File: src/rtl/sregs_irq_pkg.sv
// rtl/sregs_irq_pkg.sv - register indices, MODE bit positions, opcodes and FSM encoding
package sregs_irq_pkg;

    localparam logic [15:0] SR_MODE  = 16'd1;
    localparam logic [15:0] SR_JTR   = 16'd2;
    localparam logic [15:0] SR_EPC   = 16'd3;
    localparam logic [15:0] SR_MASK  = 16'd4;
    localparam logic [15:0] SR_PEND  = 16'd5;
    localparam logic [15:0] SR_CAUSE = 16'd6;
    localparam logic [15:0] SR_SMODE = 16'd7;

    localparam int MODE_SUP   = 0;
    localparam int MODE_INA   = 1;
    localparam int MODE_IRQEN = 2;

    localparam logic [2:0] MODE_RESET = 3'b001;

    localparam logic [6:0] IRET_OP_DEFAULT = 7'b0010010;
    localparam logic [6:0] OP_BOOT_A       = 7'b0001110;
    localparam logic [6:0] OP_BOOT_B       = 7'b0001111;
    localparam logic [6:0] OP_BOOT_SEL     = 7'b0010001;

    typedef enum logic [1:0] {
        ST_IDLE   = 2'd0,
        ST_REQ    = 2'd1,
        ST_ACTIVE = 2'd2
    } irq_state_e;

endpackage

File: src/rtl/irq_prio_enc.sv
// rtl/irq_prio_enc.sv - lowest-index-first priority encoder for pending interrupt lines
module irq_prio_enc #(
    parameter int N = 4
) (
    input  logic [N-1:0] vec_i,
    output logic [3:0]   idx_o,
    output logic         valid_o
);

    // Scan from the top down so the lowest set index is the last one written.
    always_comb begin
        idx_o   = 4'd0;
        valid_o = 1'b0;
        for (int i = N - 1; i >= 0; i--) begin
            if (vec_i[i]) begin
                idx_o   = 4'(i);
                valid_o = 1'b1;
            end
        end
    end

endmodule

File: src/rtl/sregs_irq.sv
// rtl/sregs_irq.sv - special registers with edge-triggered interrupt controller
module sregs_irq
    import sregs_irq_pkg::*;
#(
    parameter int         NIRQ    = 4,
    parameter logic [6:0] IRET_OP = IRET_OP_DEFAULT
) (
    input  logic            clk,
    input  logic            rst,
    input  logic            sr_ie,
    input  logic [15:0]     sr_sel,
    input  logic [15:0]     sr_in,
    input  logic [6:0]      instr_op,
    output logic [15:0]     sr_out,
    input  logic [NIRQ-1:0] irq_in,
    input  logic [15:0]     pc_in,
    input  logic            pc_ie,
    input  logic            pc_inc,
    input  logic            out_addr_ovr,
    input  logic            irq_ack,
    output logic            irq_req,
    output logic            boot_mode,
    output logic            instr_mem_over,
    output logic            irq_en
);

    irq_state_e      state_q, state_d;
    logic [2:0]      mode_q, mode_d;
    logic [2:0]      smode_q, smode_d;
    logic            jtr_q, jtr_d;
    logic            boot_q, boot_d;
    logic [15:0]     epc_q, epc_d;
    logic [NIRQ-1:0] mask_q, mask_d;
    logic [NIRQ-1:0] pend_q, pend_d;
    logic [NIRQ-1:0] prev_q;
    logic [3:0]      cause_q, cause_d;

    logic [3:0]      enc_idx;
    logic            enc_valid;
    logic            irq_cond;
    logic            ack_take;
    logic            iret_take;
    logic [NIRQ-1:0] pend_clr;
    logic [15:0]     mask_rd;
    logic [15:0]     pend_rd;

    irq_prio_enc #(.N(NIRQ)) u_prio (
        .vec_i   (pend_q & mask_q),
        .idx_o   (enc_idx),
        .valid_o (enc_valid)
    );

    assign irq_cond  = mode_q[MODE_IRQEN] & enc_valid;
    assign irq_req   = irq_cond & ((state_q == ST_IDLE) | (state_q == ST_REQ));
    assign ack_take  = (state_q == ST_REQ) & irq_ack & irq_cond;
    assign iret_take = (state_q == ST_ACTIVE) & (instr_op == IRET_OP);

    assign boot_mode      = boot_q;
    assign instr_mem_over = mode_q[MODE_INA];
    assign irq_en         = mode_q[MODE_IRQEN];

    // A nested request out of ACTIVE goes back through REQ; IRET wins if both happen together.
    always_comb begin
        state_d = state_q;
        case (state_q)
            ST_IDLE:   if (irq_cond) state_d = ST_REQ;
            ST_REQ: begin
                if (ack_take)       state_d = ST_ACTIVE;
                else if (!irq_cond) state_d = ST_IDLE;
            end
            ST_ACTIVE: begin
                if (iret_take)     state_d = ST_IDLE;
                else if (irq_cond) state_d = ST_REQ;
            end
            default:   state_d = ST_IDLE;
        endcase
    end

    always_comb begin
        pend_clr = '0;
        if (sr_ie && sr_sel == SR_PEND) pend_clr = sr_in[NIRQ-1:0];
        if (ack_take) begin
            for (int i = 0; i < NIRQ; i++) begin
                if (4'(i) == enc_idx) pend_clr[i] = 1'b1;
            end
        end
        // New edges take precedence over any clear in the same cycle.
        pend_d = (pend_q & ~pend_clr) | (irq_in & ~prev_q);
    end

    always_comb begin
        mode_d  = mode_q;
        smode_d = smode_q;
        jtr_d   = jtr_q;
        boot_d  = boot_q;
        epc_d   = epc_q;
        mask_d  = mask_q;
        cause_d = cause_q;

        if (sr_ie) begin
            case (sr_sel)
                SR_MODE:  if (mode_q[MODE_SUP]) mode_d = sr_in[2:0];
                SR_JTR:   jtr_d   = sr_in[0];
                SR_EPC:   epc_d   = sr_in;
                SR_MASK:  mask_d  = sr_in[NIRQ-1:0];
                SR_CAUSE: cause_d = sr_in[3:0];
                SR_SMODE: smode_d = sr_in[2:0];
                default:  ;
            endcase
        end

        if (out_addr_ovr) mode_d[MODE_IRQEN] = 1'b1;

        if (ack_take) begin
            cause_d             = enc_idx;
            smode_d             = mode_q;
            mode_d[MODE_SUP]    = 1'b1;
            mode_d[MODE_IRQEN]  = 1'b0;
            if (pc_ie)       epc_d = sr_in;
            else if (pc_inc) epc_d = pc_in + 16'd1;
            else             epc_d = pc_in;
        end

        if (iret_take) mode_d = smode_q;

        if (instr_op == OP_BOOT_A || instr_op == OP_BOOT_B ||
            (instr_op == OP_BOOT_SEL && sr_sel == 16'd0)) begin
            boot_d = jtr_q;
        end
    end

    always_comb begin
        mask_rd = '0;
        pend_rd = '0;
        mask_rd[NIRQ-1:0] = mask_q;
        pend_rd[NIRQ-1:0] = pend_q;
        sr_out = 16'd0;
        if (out_addr_ovr) begin
            sr_out = epc_q;
        end else begin
            case (sr_sel)
                SR_MODE:  sr_out = {13'd0, mode_q};
                SR_JTR:   sr_out = {15'd0, jtr_q};
                SR_EPC:   sr_out = epc_q;
                SR_MASK:  sr_out = mask_rd;
                SR_PEND:  sr_out = pend_rd;
                SR_CAUSE: sr_out = {12'd0, cause_q};
                SR_SMODE: sr_out = {13'd0, smode_q};
                default:  sr_out = 16'd0;
            endcase
        end
    end

    always_ff @(posedge clk) begin
        if (rst) begin
            state_q <= ST_IDLE;
            mode_q  <= MODE_RESET;
            smode_q <= 3'd0;
            jtr_q   <= 1'b1;
            boot_q  <= 1'b1;
            epc_q   <= 16'd0;
            mask_q  <= '0;
            pend_q  <= '0;
            prev_q  <= '0;
            cause_q <= 4'd0;
        end else begin
            state_q <= state_d;
            mode_q  <= mode_d;
            smode_q <= smode_d;
            jtr_q   <= jtr_d;
            boot_q  <= boot_d;
            epc_q   <= epc_d;
            mask_q  <= mask_d;
            pend_q  <= pend_d;
            prev_q  <= irq_in;
            cause_q <= cause_d;
        end
    end

endmodule

File: config.mk
export PLATFORM = sky130hd
export DESIGN_NAME = sregs_irq
export DESIGN_NICKNAME = d
export VERILOG_FILES = /design/src/rtl/sregs_irq_pkg.sv /design/src/rtl/irq_prio_enc.sv /design/src/rtl/sregs_irq.sv
export SDC_FILE = /design/constraint.sdc
export NUM_CORES = 1
export LEC_CHECK = 0
export CAP_MARGIN = 20
export CORE_MARGIN = 1
export CORE_UTILIZATION = 55
export DETAILED_ROUTE_END_ITERATION = 6
export DONT_BUFFER_PORTS = 1
export GPL_TIMING_DRIVEN = 0
export PLACE_DENSITY = 0.73
export SYNTH_ARGS = -nofsm -noshare
export SYNTH_HDL_FRONTEND = slang
export SYNTH_SLANG_ARGS = --single-unit
File: constraint.sdc
create_clock -name clk -period 2.4 [get_ports clk]
set_input_delay 0.6 -clock clk [delete_from_list [all_inputs] [get_ports clk]]
set_output_delay 0.6 -clock clk [all_outputs]
set_load 0.01 [all_outputs]
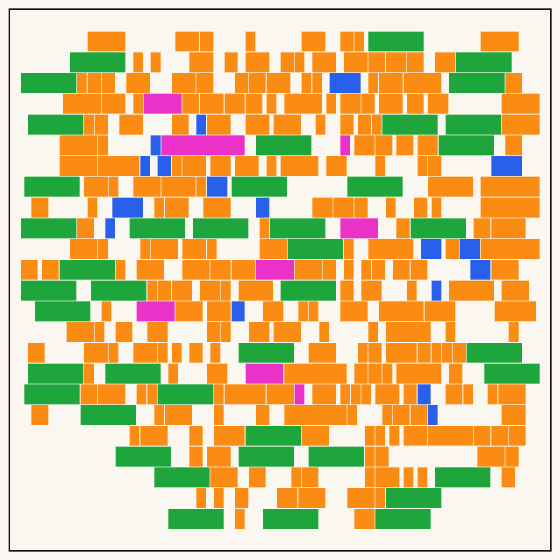
Figure 1: cells colored by class.
class	color	cells
clock drivers and dummy loads	magenta	8
remaining buffers and delay cells	blue	17
sequential cells	green	42
remaining logic cells	orange	257

==> Slide: Implementation Results <==
Run Summary

Global routing
  • Largest net degree at the start of global routing: 13
  • Total grt overflow: 0
  • GRT met2 Usage: 42.31%

Worst setup path
  • Worst path arrival time: 1810 ps
  • CP Launch Type: input port
  • Reg2reg start: mode_q[2]
  • R2r endpoint: epc_q[4]

Synthesis
  • Asr flop ratio synth: 0%
  • Avg Inst Size Synth: 8.337 um2
  • Yosys top cell by area: dfxtp_1
  • Cells after synthesis: 312
  • Cell Area, Synth: 2601 um2

Placed design
  • Place WS: -252.4 ps
  • RePlAce Congestion: 0.8469

Clock network
  • Worst-path clk slew: 70 ps
  • Htree depth: 2

Finish
  • Syn-to-layout area delta: 13.90%
  • Fin cells: 376

Power
  • Sequential share of power: 52.1%

Min path
  • Hold path startpoint: rst

Detailed routing
  • WL met3: 658 um
  • Drc violations: 18
  • Top sig layer: met4
  • Met2 wire len: 3075 um

Run status
  • Failing checks: DRC, setup timing
  • Status: finished with violations

STA
  • RSZ-0062 raised after global routing: true
  • Final Setup Violations: 2
  • PnR worst setup slack: -5.114 ps

Floorplan
  • Chip area: 5008 um2
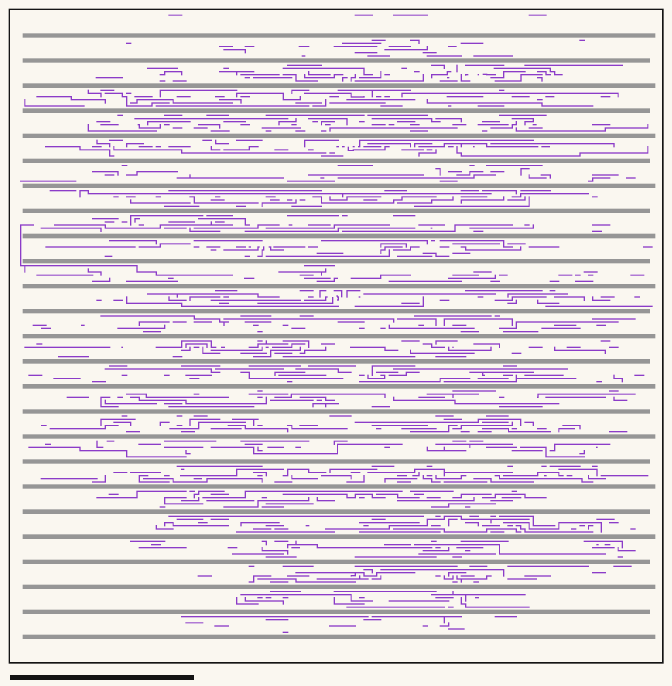
Figure 2: the metal 1 layer.
The bar under the picture is 20 um long. Supply wires on this layer in gray.
main direction	horizontal
longest straight run	43.7 um

-- area by class of cell --
type | instances | share of cell area (%)
inverters | 7 | 0.8868
clock buffers | 7 | 2.576
multi-input cells | 250 | 61.36
flip-flops and latches | 42 | 28.38
plain buffers | 13 | 2.449
well taps | 52 | 2.196
repair buffers | 4 | 1.140
clock inverters | 1 | 1.014
-- synthesized netlist by cell type (all sizes together), types with 3 or more instances --
cell     n
nand2   43
dfxtp   42
nor2    32
nor2b   23
mux2i   16
o21ai   14
a21oi   13
nor3    10
nand3    9
nand4    8
xor2     8
a22oi    7
buf      7
inv      7
clkbuf   6
xnor2    5
a211o    4
a211oi   4
and4     4
o22ai    4
a222oi   3
a311oi   3
a41o     3
nand2b   3
nor4     3
o211ai   3
-- worst max path at each step --
stage,from,to,depth (start not counted)
6_report,sr_sel[3],sr_out[2],4
3_5_place_dp,sr_sel[3],sr_out[7],6
3_3_place_gp,sr_sel[3],sr_out[7],6
5_1_grt,sr_sel[3],sr_out[2],4
4_1_cts,sr_sel[7],sr_out[11],6
2_1_floorplan,sr_sel[3],sr_out[11],6
-- placed cells by master, fill, tap and decap left out, types with 4 or more instances in the layout --
| cell | n |
|---|---|
| o22ai_1 | 4 |
| clkbuf_1 | 8 |
| o21ai_4 | 4 |
| nand2_1 | 43 |
| nor3_1 | 6 |
| nor2b_4 | 10 |
| mux2i_1 | 16 |
| nor2_1 | 31 |
| nand4_1 | 6 |
| a211oi_1 | 4 |
| a21oi_1 | 12 |
| o21ai_0 | 9 |
| nand3_1 | 9 |
| xnor2_1 | 5 |
| clkbuf_8 | 5 |
| buf_2 | 4 |
| xor2_1 | 8 |
| a22oi_1 | 7 |
| nor2b_1 | 13 |
| inv_1 | 7 |
| a211o_1 | 4 |
| buf_4 | 4 |
| dfxtp_1 | 42 |
-- power groups by stage --
stage | Combinational, mW | Sequential [mW] | Clock [mW]
after floorplan | 0.0811 | 0.731 | 0
after global placement | 0.0987 | 0.734 | 0
after detailed placement | 0.0996 | 0.735 | 0
after CTS | 0.105 | 0.718 | 0.560
after global routing | 0.120 | 0.721 | 0.590
final | 0.111 | 0.719 | 0.549
-- worst max-delay path: stages --
cell     delay [ps]
nor4_4          360
nand4_4         170
or3_4           490
o21ai_4         190
-- sequential cells by signal (all words and copies together), names as in the netlist --
register   flops
epc_q         16
cause_q        4
prev_q         4
state_q        2
smode_q        3
jtr_q          1
mode_q         3
boot_mode      1
mask_q         4
pend_q         4
-- cells by family after synthesis --
| group | synth area share, % |
|---|---|
| AND-OR/OR-AND | 20.20 |
| multiplexers | 8.321 |
| XOR/XNOR | 4.377 |
| AND/OR/NAND/NOR | 30.74 |
| adder cells (fa/ha/maj) | 0.4809 |
| buffers and inverters | 3.559 |
| flip-flops | 32.32 |
-- what timing repair did --
| action | in CTS | in global routing |
|---|---|---|
| resized | 18 | 12 |
| setup buffers | 2 | 1 |
| gates cloned | 0 | 1 |
| pin swaps | 3 | 8 |
| setup endpoints to repair | 14 | 14 |
| hold endpoints to repair | 0 | 0 |
Power and IR drop assume default switching activity.
